File: src/rtl/timer_pkg.sv
// Shared types for the timer family: state encoding and a small state query helper.
package timer_pkg;

    typedef enum logic [1:0] {
        IDLE = 2'd0,
        RUN  = 2'd1,
        DONE = 2'd2
    } timer_state_e;

    localparam logic [1:0] ST_IDLE_ENC = 2'd0;
    localparam logic [1:0] ST_RUN_ENC  = 2'd1;
    localparam logic [1:0] ST_DONE_ENC = 2'd2;

    // IDLE and DONE are functionally identical; only RUN counts as busy.
    function automatic logic is_idle_like(timer_state_e s);
        return (s != RUN);
    endfunction

endpackage

File: src/rtl/timer_counter_rtl_prescaler.sv
// Clock prescaler: emits a one-cycle step strobe every PRESCALE enabled cycles.
module prescaler_rtl #(
    parameter int PRESCALE = 1,
    parameter int PS_W     = $clog2(PRESCALE) + 1
) (
    input  logic clk,
    input  logic rst,
    input  logic clr,
    input  logic en,
    output logic step
);

    localparam logic [PS_W-1:0] LAST = PS_W'(PRESCALE - 1);

    logic [PS_W-1:0] cnt_q;

    assign step = en && (cnt_q == LAST);

    // Enabled-cycle counter; clr holds it at zero outside an active run.
    always_ff @(posedge clk or posedge rst) begin
        if (rst) begin
            cnt_q <= '0;
        end else if (clr) begin
            cnt_q <= '0;
        end else if (step) begin
            cnt_q <= '0;
        end else if (en) begin
            cnt_q <= cnt_q + PS_W'(1);
        end else begin
            cnt_q <= cnt_q;
        end
    end

endmodule

File: src/rtl/timer_counter_rtl.sv
// Parametrised down-counter/timer with prescaler, pause, one-shot/auto-reload
// modes, synchronous clear and a registered single-cycle expire pulse.
module timer_counter_rtl
    import timer_pkg::*;
#(
    parameter int WIDTH    = 16,
    parameter int PRESCALE = 1
) (
    input  logic             clk,
    input  logic             rst,
    input  logic             clear,
    input  logic             load,
    input  logic [WIDTH-1:0] in,
    input  logic             en,
    input  logic             auto_reload,
    output logic [WIDTH-1:0] count,
    output logic             done,
    output logic             expire
);

    localparam int PS_W = $clog2(PRESCALE) + 1;

    timer_state_e     state_q;
    logic [WIDTH-1:0] count_q;
    logic [WIDTH-1:0] reload_q;
    logic             done_q;
    logic             expire_q;
    logic             ps_clr_s;
    logic             step_s;

    assign ps_clr_s = load | clear | is_idle_like(state_q);

    prescaler_rtl #(
        .PRESCALE (PRESCALE),
        .PS_W     (PS_W)
    ) u_prescaler (
        .clk  (clk),
        .rst  (rst),
        .clr  (ps_clr_s),
        .en   (en),
        .step (step_s)
    );

    // Timer FSM: priority clear > load > step; done mirrors the next state.
    always_ff @(posedge clk or posedge rst) begin
        if (rst) begin
            state_q  <= IDLE;
            count_q  <= '0;
            reload_q <= '0;
            done_q   <= 1'b1;
            expire_q <= 1'b0;
        end else if (clear) begin
            state_q  <= IDLE;
            count_q  <= '0;
            done_q   <= 1'b1;
            expire_q <= 1'b0;
        end else if (load) begin
            if (in != '0) begin
                state_q  <= RUN;
                count_q  <= in;
                reload_q <= in;
                done_q   <= 1'b0;
                expire_q <= 1'b0;
            end else begin
                state_q  <= DONE;
                count_q  <= '0;
                done_q   <= 1'b1;
                expire_q <= 1'b1;
            end
        end else begin
            case (state_q)
                RUN: begin
                    if (step_s) begin
                        if (count_q > WIDTH'(1)) begin
                            count_q  <= count_q - WIDTH'(1);
                            expire_q <= 1'b0;
                        end else if (auto_reload) begin
                            // Periodic mode jumps straight to the reload value, never showing 0.
                            count_q  <= reload_q;
                            expire_q <= 1'b1;
                        end else begin
                            state_q  <= DONE;
                            count_q  <= '0;
                            done_q   <= 1'b1;
                            expire_q <= 1'b1;
                        end
                    end else begin
                        expire_q <= 1'b0;
                    end
                end
                default: begin
                    expire_q <= 1'b0;
                end
            endcase
        end
    end

    assign count  = count_q;
    assign done   = done_q;
    assign expire = expire_q;

endmodule

File: config.mk
export PLATFORM = sky130hd
export DESIGN_NAME = timer_counter_rtl
export DESIGN_NICKNAME = d
export VERILOG_FILES = /design/src/rtl/timer_pkg.sv /design/src/rtl/timer_counter_rtl_prescaler.sv /design/src/rtl/timer_counter_rtl.sv
export SDC_FILE = /design/constraint.sdc
export NUM_CORES = 1
export LEC_CHECK = 0
export ABC_CLOCK_PERIOD_IN_PS = 3950
export CORE_MARGIN = 2
export CORE_UTILIZATION = 57
export CTS_CLUSTER_SIZE = 30
export DETAILED_ROUTE_END_ITERATION = 6
export GPL_TIMING_DRIVEN = 0
export HOLD_SLACK_MARGIN = 0.12
export PLACE_DENSITY = 0.86
export RECOVER_POWER = 100
export SLEW_MARGIN = 20
export SYNTH_ARGS = -nofsm -noshare
export SYNTH_HDL_FRONTEND = slang
export SYNTH_HIERARCHICAL = 1
export SYNTH_SLANG_ARGS = --single-unit
File: constraint.sdc
create_clock -name clk -period 3.95 [get_ports clk]
set_clock_uncertainty 0.1 [all_clocks]
set_input_delay 0.395 -clock clk [delete_from_list [all_inputs] [get_ports clk]]
set_output_delay 0.395 -clock clk [all_outputs]
set_load 0.03 [all_outputs]
==> changes_impl.md <==
### Changed

* Die outline height at 66.5 microns
* Cells after synthesis at 257
* Fraction of the core area occupied by cells at floorplan at 60.0%
* Number of hold-repair buffers added at the cts stage at 0
* Launch point of the critical path: count[6]
* Adders+Majority by Area at 1.12%
* Source of the worst register-to-register timing path: count[6]
* Wire length of the first global-routing pass at 10.8 mm
* Yosys top cell by instances: nand2_1
* Final antenna-violating net count at 0
* Type of the worst min-delay path: in -> async
* Resize count post-CTS at 0
* Diode insertion count for antenna repair at 0
* Fin worst setup slack at 802 ps
* Number of antenna violations at the first check in global routing at 0
* Status: finished clean
* GPL Wtd Cong at 1.00
* # nets final at 325
* Most frequent cells after synthesis: nand2_1, dfrtp_1, nor2_1, a21oi_1, clkbuf_1
* Clock slew seen by the registers of the worst setup and hold paths at 80 ps
* Worst-case clock buffer depth at 2
* Overall via count from detail_route at 2299
* Element type at the critical path start: flip-flop
* Clock latency on the worst-skew pair at 300 ps
* Critical Path Fanout Max at 10
* Slew HR at 7.11%
* Number of fill cells in the layout at 307
* Final-report setup violation count at 0
* Total DRC errors in the routed layout at 0
* Top area contributor share at 40.4%
* Multi-input combinational cell area at 1180 sq um
* Total iterations of the first detailed-routing run at 5
* Pin count of the biggest net entering global routing at 37
* Number of cells in the yosys synthesis report at 257
* Total die size at 4430 sq um
* Category of the most critical setup path: reg -> reg
* Clock tree from TritonCTS: yes
* Number of enable-type register cells in the synthesized netlist at 0
* Worst-path cell with the longest stage delay: nor4_1
* Cell family contributing the most delay on the critical path: simple AND/OR/NAND/NOR gates
* Core Box Area at 3720 sq um
* Pre-CTS setup slack at 1210 ps
* Number of clock sinks seen by CTS at 37
* # rows at 22
* Biggest combinational cell group after synthesis: simple AND/OR/NAND/NOR gates
* Fraction of layout instances using a drive strength above 1 at 6.64%
* Input/output buffers at 37
* Cell count of the worst reg-to-reg path at 7
* Synth area leaders: dfrtp_1, nand2_1, a21oi_1, a22oi_1, nor2_1
* Number of global-route vias before repair at 2129
* Reg2Reg Capture Point: count[8]
* Number of buffer and inverter instances along the worst setup path at 2
* Total CTS buffers at 5
* Max_cap viols at 0
* Placed cell count at 342
## cell type report
cell class | instances | area share, %
buffer | 16 | 2.49
clock buffer | 7 | 3.18
inverter | 7 | 0.968
multi-input combinational | 197 | 43.4
sequential | 37 | 34.1
tap | 48 | 2.21
timing repair buffer | 37 | 13.6
## layout by cell type (no fill, tap or decap), types with 4 or more instances in the layout
| master | instances |
|---|---|
| dlygate4sd3_1 | 21 |
| or2_2 | 4 |
| nor2_1 | 16 |
| o21ai_0 | 9 |
| a22oi_1 | 10 |
| clkbuf_8 | 6 |
| inv_1 | 7 |
| a21oi_1 | 15 |
| dfrtp_1 | 36 |
| nand3_1 | 4 |
| o32ai_1 | 5 |
| clkbuf_1 | 15 |
| nor3_1 | 7 |
| nand2_1 | 56 |
| clkdlybuf4s50_1 | 16 |
| nor4_1 | 8 |
## where the power goes
| part | switching [mW] | internal [mW] | leakage, nW |
|---|---|---|---|
| clock network | 0.132 | 0.138 | 0.0443 |
| logic | 0.175 | 0.116 | 0.638 |
| registers | 0.0350 | 0.415 | 0.473 |
| total | 0.343 | 0.670 | 1.16 |
## metrics by stage
step	util [%]	cell area, sq um
6_report	73.1	2720
5_1_grt	73.1	2720
3_3_place_gp	71.5	2660
4_1_cts	73.9	2750
2_1_floorplan	-	2230
3_5_place_dp	71.5	2660
## routing by layer
metal,up-vias,wire length (microns),track usage [%]
met2,168,3110,50.5
li1,1038,-,-
met1,1072,2620,45.5
met4,0,195,16.3
met5,-,0,0
met3,21,671,5.91
## logic make-up after synthesis
kind of cell / count (synthesis)
AND/OR/NAND/NOR: 115
AND-OR/OR-AND: 72
multiplexers: 4
buffers and inverters: 23
adder cells (fa/ha/maj): 2
XOR/XNOR: 4
flip-flops: 37
Figure 1. Metal 1.
Cells faint in the background.
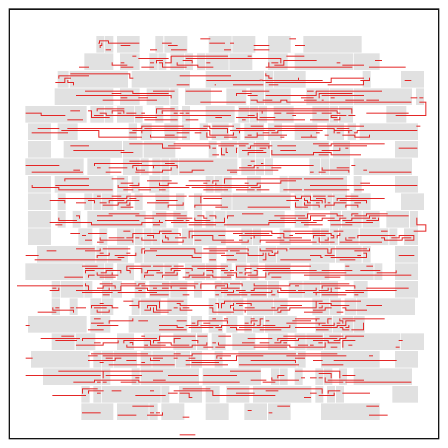
The wires run mostly horizontal. 289 nets have wire on it. The layer carries 2620 microns of wire. The longest straight run is 27.2 microns. The layer holds 40% of the routed length.

Figure 2. Signal wires on met2.
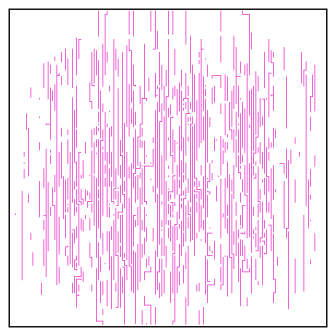
The layer holds 47% of the routed length. The longest straight run is 46.2 microns.

Figure 3. Signal wires on met3.
Cells faint in the background.
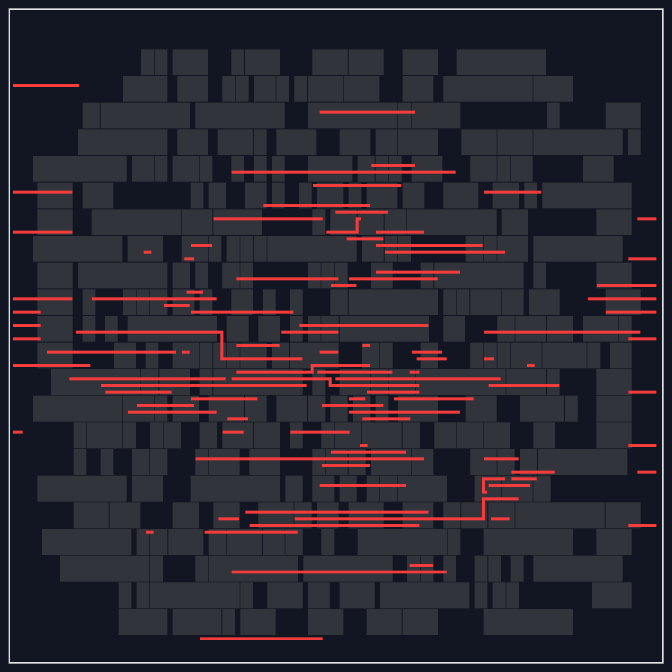
The wires run mostly horizontal. The layer holds 10% of the routed length. The longest straight run is 23.0 microns. 72 nets have wire on it.

Figure 4. The metal 4 layer.
The bar under the picture is 20 microns long. Cells faint in the background.
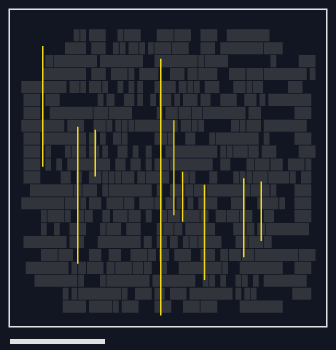
The wires run mostly vertical. 9 nets have wire on it. The layer carries 195 microns of wire.

Figure 5. Track usage over the die.
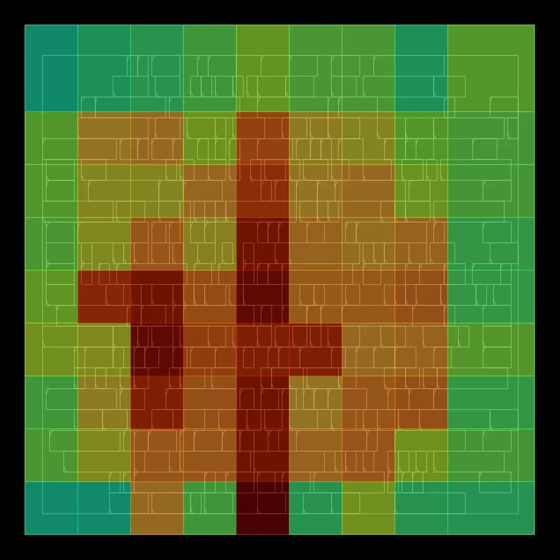
met3 track demand over resource in global routing: 5.91%
average detailed-routed wire length per instance: 18.9 microns
Util after Layout: 73.1%

No activity file was given, so power comes from the tool's default toggle rates.
